**src/rtl/icmp_pipe_op.sv**
```systemverilog
// rtl/icmp_pipe_op.sv - pipelined integer compare with aligned sideband payload
module icmp_pipe_op #(
    parameter string ParamOpCode       = "eq",
    parameter int    ParamBitWidth     = 32,
    parameter int    ParamLatency      = 2,
    parameter int    ParamPayloadWidth = 64
) (
    input  logic                         clk,
    input  logic                         rst_n,
    input  logic                         enable,
    input  logic                         in_valid,
    input  logic [ParamBitWidth-1:0]     lhs,
    input  logic [ParamBitWidth-1:0]     rhs,
    input  logic [ParamPayloadWidth-1:0] payload_in,
    output logic                         out_valid,
    output logic                         cond,
    output logic [ParamPayloadWidth-1:0] payload_out
);

    // Predicate decoded once at elaboration; -1 marks an unknown opcode.
    localparam int OpSel = (ParamOpCode == "eq")  ? 0 :
                           (ParamOpCode == "ne")  ? 1 :
                           (ParamOpCode == "ugt") ? 2 :
                           (ParamOpCode == "uge") ? 3 :
                           (ParamOpCode == "ult") ? 4 :
                           (ParamOpCode == "ule") ? 5 :
                           (ParamOpCode == "sgt") ? 6 :
                           (ParamOpCode == "sge") ? 7 :
                           (ParamOpCode == "slt") ? 8 :
                           (ParamOpCode == "sle") ? 9 : -1;

    // With a single stage the compare result itself is the stage-1 register,
    // so cond reads 0 out of reset rather than the compare of zeroed operands.
    localparam int CondLo = (ParamLatency == 1) ? 1 : 2;

    if (OpSel < 0) begin : g_err_op
        $error("icmp_pipe_op: illegal ParamOpCode %s", ParamOpCode);
    end
    if (ParamBitWidth < 1 || ParamBitWidth > 64) begin : g_err_width
        $error("icmp_pipe_op: ParamBitWidth %0d outside 1..64", ParamBitWidth);
    end
    if (ParamLatency < 1 || ParamLatency > 4) begin : g_err_lat
        $error("icmp_pipe_op: ParamLatency %0d outside 1..4", ParamLatency);
    end
    if (ParamPayloadWidth < 1 || ParamPayloadWidth > 256) begin : g_err_pay
        $error("icmp_pipe_op: ParamPayloadWidth %0d outside 1..256", ParamPayloadWidth);
    end

    logic [ParamLatency:1]         r_v;
    logic [ParamPayloadWidth-1:0]  r_pay [1:ParamLatency];
    logic [ParamLatency:CondLo]    r_cond;

    logic [ParamLatency:0]         w_vchain;
    logic [ParamLatency:CondLo-1]  w_cchain;
    logic [ParamPayloadWidth-1:0]  w_pchain [0:ParamLatency];
    logic [ParamBitWidth-1:0]      w_a;
    logic [ParamBitWidth-1:0]      w_b;
    logic                          w_cmp;

    // Index k-1 of each chain is the source feeding stage k.
    assign w_vchain = {r_v, in_valid};
    assign w_cchain = {r_cond, w_cmp};

    if (ParamLatency == 1) begin : g_lat1
        assign w_a = lhs;
        assign w_b = rhs;
    end else begin : g_latn
        logic [ParamBitWidth-1:0] r_lhs;
        logic [ParamBitWidth-1:0] r_rhs;

        // Stage-1 operand capture; bubbles leave the previous operands in place.
        always_ff @(posedge clk or negedge rst_n) begin
            if (!rst_n) begin
                r_lhs <= '0;
                r_rhs <= '0;
            end else if (enable && in_valid) begin
                r_lhs <= lhs;
                r_rhs <= rhs;
            end
        end

        assign w_a = r_lhs;
        assign w_b = r_rhs;
    end

    // Predicate evaluation; signed forms reinterpret the raw bits as two's complement.
    always_comb begin
        w_cmp = 1'b0;
        case (OpSel)
            0:       w_cmp = (w_a == w_b);
            1:       w_cmp = (w_a != w_b);
            2:       w_cmp = (w_a >  w_b);
            3:       w_cmp = (w_a >= w_b);
            4:       w_cmp = (w_a <  w_b);
            5:       w_cmp = (w_a <= w_b);
            6:       w_cmp = ($signed(w_a) >  $signed(w_b));
            7:       w_cmp = ($signed(w_a) >= $signed(w_b));
            8:       w_cmp = ($signed(w_a) <  $signed(w_b));
            9:       w_cmp = ($signed(w_a) <= $signed(w_b));
            default: w_cmp = 1'b0;
        endcase
    end

    // Payload source chain: external input, then each stage's register.
    always_comb begin
        w_pchain[0] = payload_in;
        for (int k = 1; k <= ParamLatency; k++) begin
            w_pchain[k] = r_pay[k];
        end
    end

    // Valid shift register plus data stages that load only behind a valid.
    always_ff @(posedge clk or negedge rst_n) begin
        if (!rst_n) begin
            r_v    <= '0;
            r_cond <= '0;
            for (int k = 1; k <= ParamLatency; k++) begin
                r_pay[k] <= '0;
            end
        end else if (enable) begin
            for (int k = 1; k <= ParamLatency; k++) begin
                r_v[k] <= w_vchain[k-1];
                if (w_vchain[k-1]) begin
                    r_pay[k] <= w_pchain[k-1];
                end
            end
            for (int k = CondLo; k <= ParamLatency; k++) begin
                if (w_vchain[k-1]) begin
                    r_cond[k] <= w_cchain[k-1];
                end
            end
        end
    end

    assign out_valid   = r_v[ParamLatency];
    assign cond        = r_cond[ParamLatency];
    assign payload_out = w_pchain[ParamLatency];

endmodule
```
**config.mk**
```make
export PLATFORM = sky130hd
export DESIGN_NAME = icmp_pipe_op
export DESIGN_NICKNAME = d
export VERILOG_FILES = /design/src/rtl/icmp_pipe_op.sv
export SDC_FILE = /design/constraint.sdc
export NUM_CORES = 1
export LEC_CHECK = 0
export CORE_MARGIN = 2
export CORE_UTILIZATION = 53
export DETAILED_ROUTE_END_ITERATION = 7
export PLACE_DENSITY = 0.85
export SLEW_MARGIN = 20
export SYNTH_ARGS = -nofsm -noshare
export SYNTH_HDL_FRONTEND = slang
export SYNTH_SLANG_ARGS = --single-unit
```
**constraint.sdc**
```tcl
create_clock -name clk -period 3.7 [get_ports clk]
set_input_delay 0.74 -clock clk [delete_from_list [all_inputs] [get_ports clk]]
set_output_delay 0.74 -clock clk [all_outputs]
set_load 0.02 [all_outputs]
```
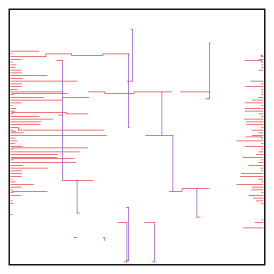
(metal layers overlaid)
(2 px per um) Only two layers are drawn.
| color | layer | wire length |
|---|---|---|
| red | met3 | 1170 um |
| purple | met4 | 296 um |

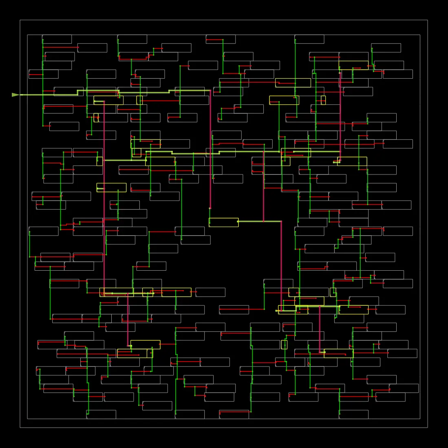
(clock wiring as the flow saved it)
CTS Sinks: 195
flop count: 195
Final Skew: 0.00780 ns
clkbuf count: 20
CTS Buf Count: 17

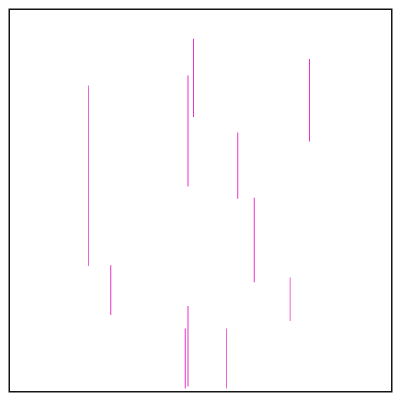
(the metal 4 layer)
(3 px per um)
wire length on this layer: 296 um
longest straight run: 59.8 um
share of all routed wire: 2.0%
nets with wire on the layer: 6
main direction: vertical

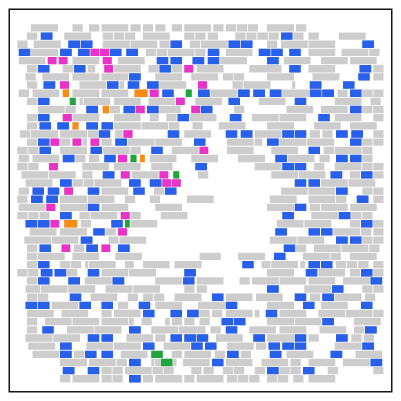
(selected gate families)
(3 px per um)
| color | family | cells |
|---|---|---|
| blue | multiplexers | 192 |
| orange | NOR gates | 6 |
| magenta | XOR/XNOR gates | 32 |
| green | NAND gates | 7 |

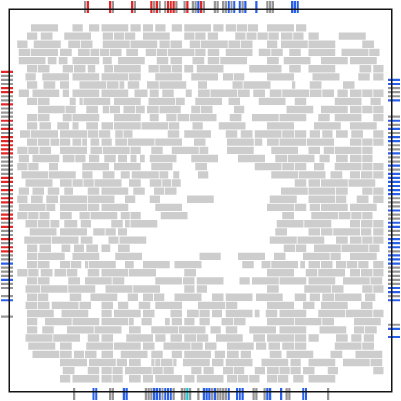
(pin map)
(3 px per um) Pins as bars across the die edge, other pins in gray.
| color | port | pins | direction | edge |
|---|---|---|---|---|
| blue | payload_out | 64 | output | 29 east, 23 south, 9 north, 3 west |
| red | rhs | 32 | input | 22 west, 10 north |
| cyan | out_valid | 1 | output | south |
all pins by edge: 57 west, 55 east, 47 south, 39 north

==> metrics.cfg <==
[run_status]
status = finished, final reports clean

[finish]
nets = 789
layout-drive-gt1-share_pct = 34.1
fillCellCount = 990
layoutNonFillerInstCount = 852
area_delta_synth_final_pct = 27.8
stdcell_area_um2 = 10200
clock_cell_area_share_pct = 5.12
final_util_pct = 70.0
non_clock_buffer_count = 201
inverters_excl_clock = 2
comb_share_pct = 25.0

[placed_design]
dp_cells = 822
place.gp.congestion = 0.734
place_ws_ns = 0.978
port-buffer-count = 197
dpl.hpwl_um = 10400

[routing]
dr.pass1.iters = 4
m1WireLength_um = 5920
met2_length_um = 7410
route.top_layer_used = met4
finalWirelength_um = 14800
drtIter0Drc = 156
num_vias = 4415

[synthesis]
ys.flop_type = dfrtp_1
ys_seq_share_pct = 60.8
syn_nets = 654
synthArstFlopShare_pct = 100
yosysTopAreaCellShare_pct = 60.8
edf_count = 0
synthCells = 522
ys_sh_xor_pct = 3.49
yosysWarnings = 0
ys_area_um2 = 8020

[final_timing]
hold_violations = 0
drv_slew = 0
fin_setup_tns_ns = 0
finalSetupViolCount = 0
timing.fmax_mhz = 437
max_slew.worst_pin.slew_ns = 0.930
max_slew_margin_pct = 38.0
holdWs_ns = 0.312

[grt]
grt_remaining_overflow = 0
grtUsageTotal_pct = 19.3
grt_util_met1_pct = 22.3
antenna_found_initial = 0
grt_util_met3_pct = 7.04
busiest_layer = met2
grt_pass1_vias = 4909

[floorplanning]
ioPinCount = 198
fp.dieW_um = 127

[power_and_ir_drop]
max-vdd-ir-drop_uv = 308
pg_comb_mw = 1.47
pg_seq_mw = 2.78
power_density_nw_per_um2 = 577
powerClk_mw = 1.66
p_int_mw = 4.32
pwr-share-comb_pct = 24.9
power_mw = 5.91
p_switching_mw = 1.59

[cts]
ctsResizeCount = 0
clk_latency_ns = 0.42
clk_pin_slew_ns = 0.07
cts_tree = yes
postCtsHoldBufs = 0

[worst_setup_path]
reg2reg_from = r_v[1]
reg2reg_depth = 2

sequential cells by signal (all words and copies together), names as in the netlist:
register,count
r_v,2
g_latn.r_rhs,32
cond,1
g_latn.r_lhs,32
r_pay,64
payload_out,64
worst max path at each step:
stage | slack [ns] | cells past startpoint | start | to
final | 1.41 | 4 | enable | r_pay[94]
after global routing | 1.37 | 4 | enable | r_pay[91]
after CTS | 1.43 | 4 | enable | r_pay[94]
after detailed placement | 0.98 | 4 | enable | r_pay[94]
after global placement | 1.05 | 4 | enable | r_pay[64]
after floorplan | 1.99 | 4 | enable | payload_out[35]
worst max-delay path: stages:
cell,delay [ns]
clkdlybuf4s50_1,0.54
nand2_4,0.54
buf_12,0.32
mux2_2,0.38
Power figures rest on the tool's default switching activity, not on a simulated workload.
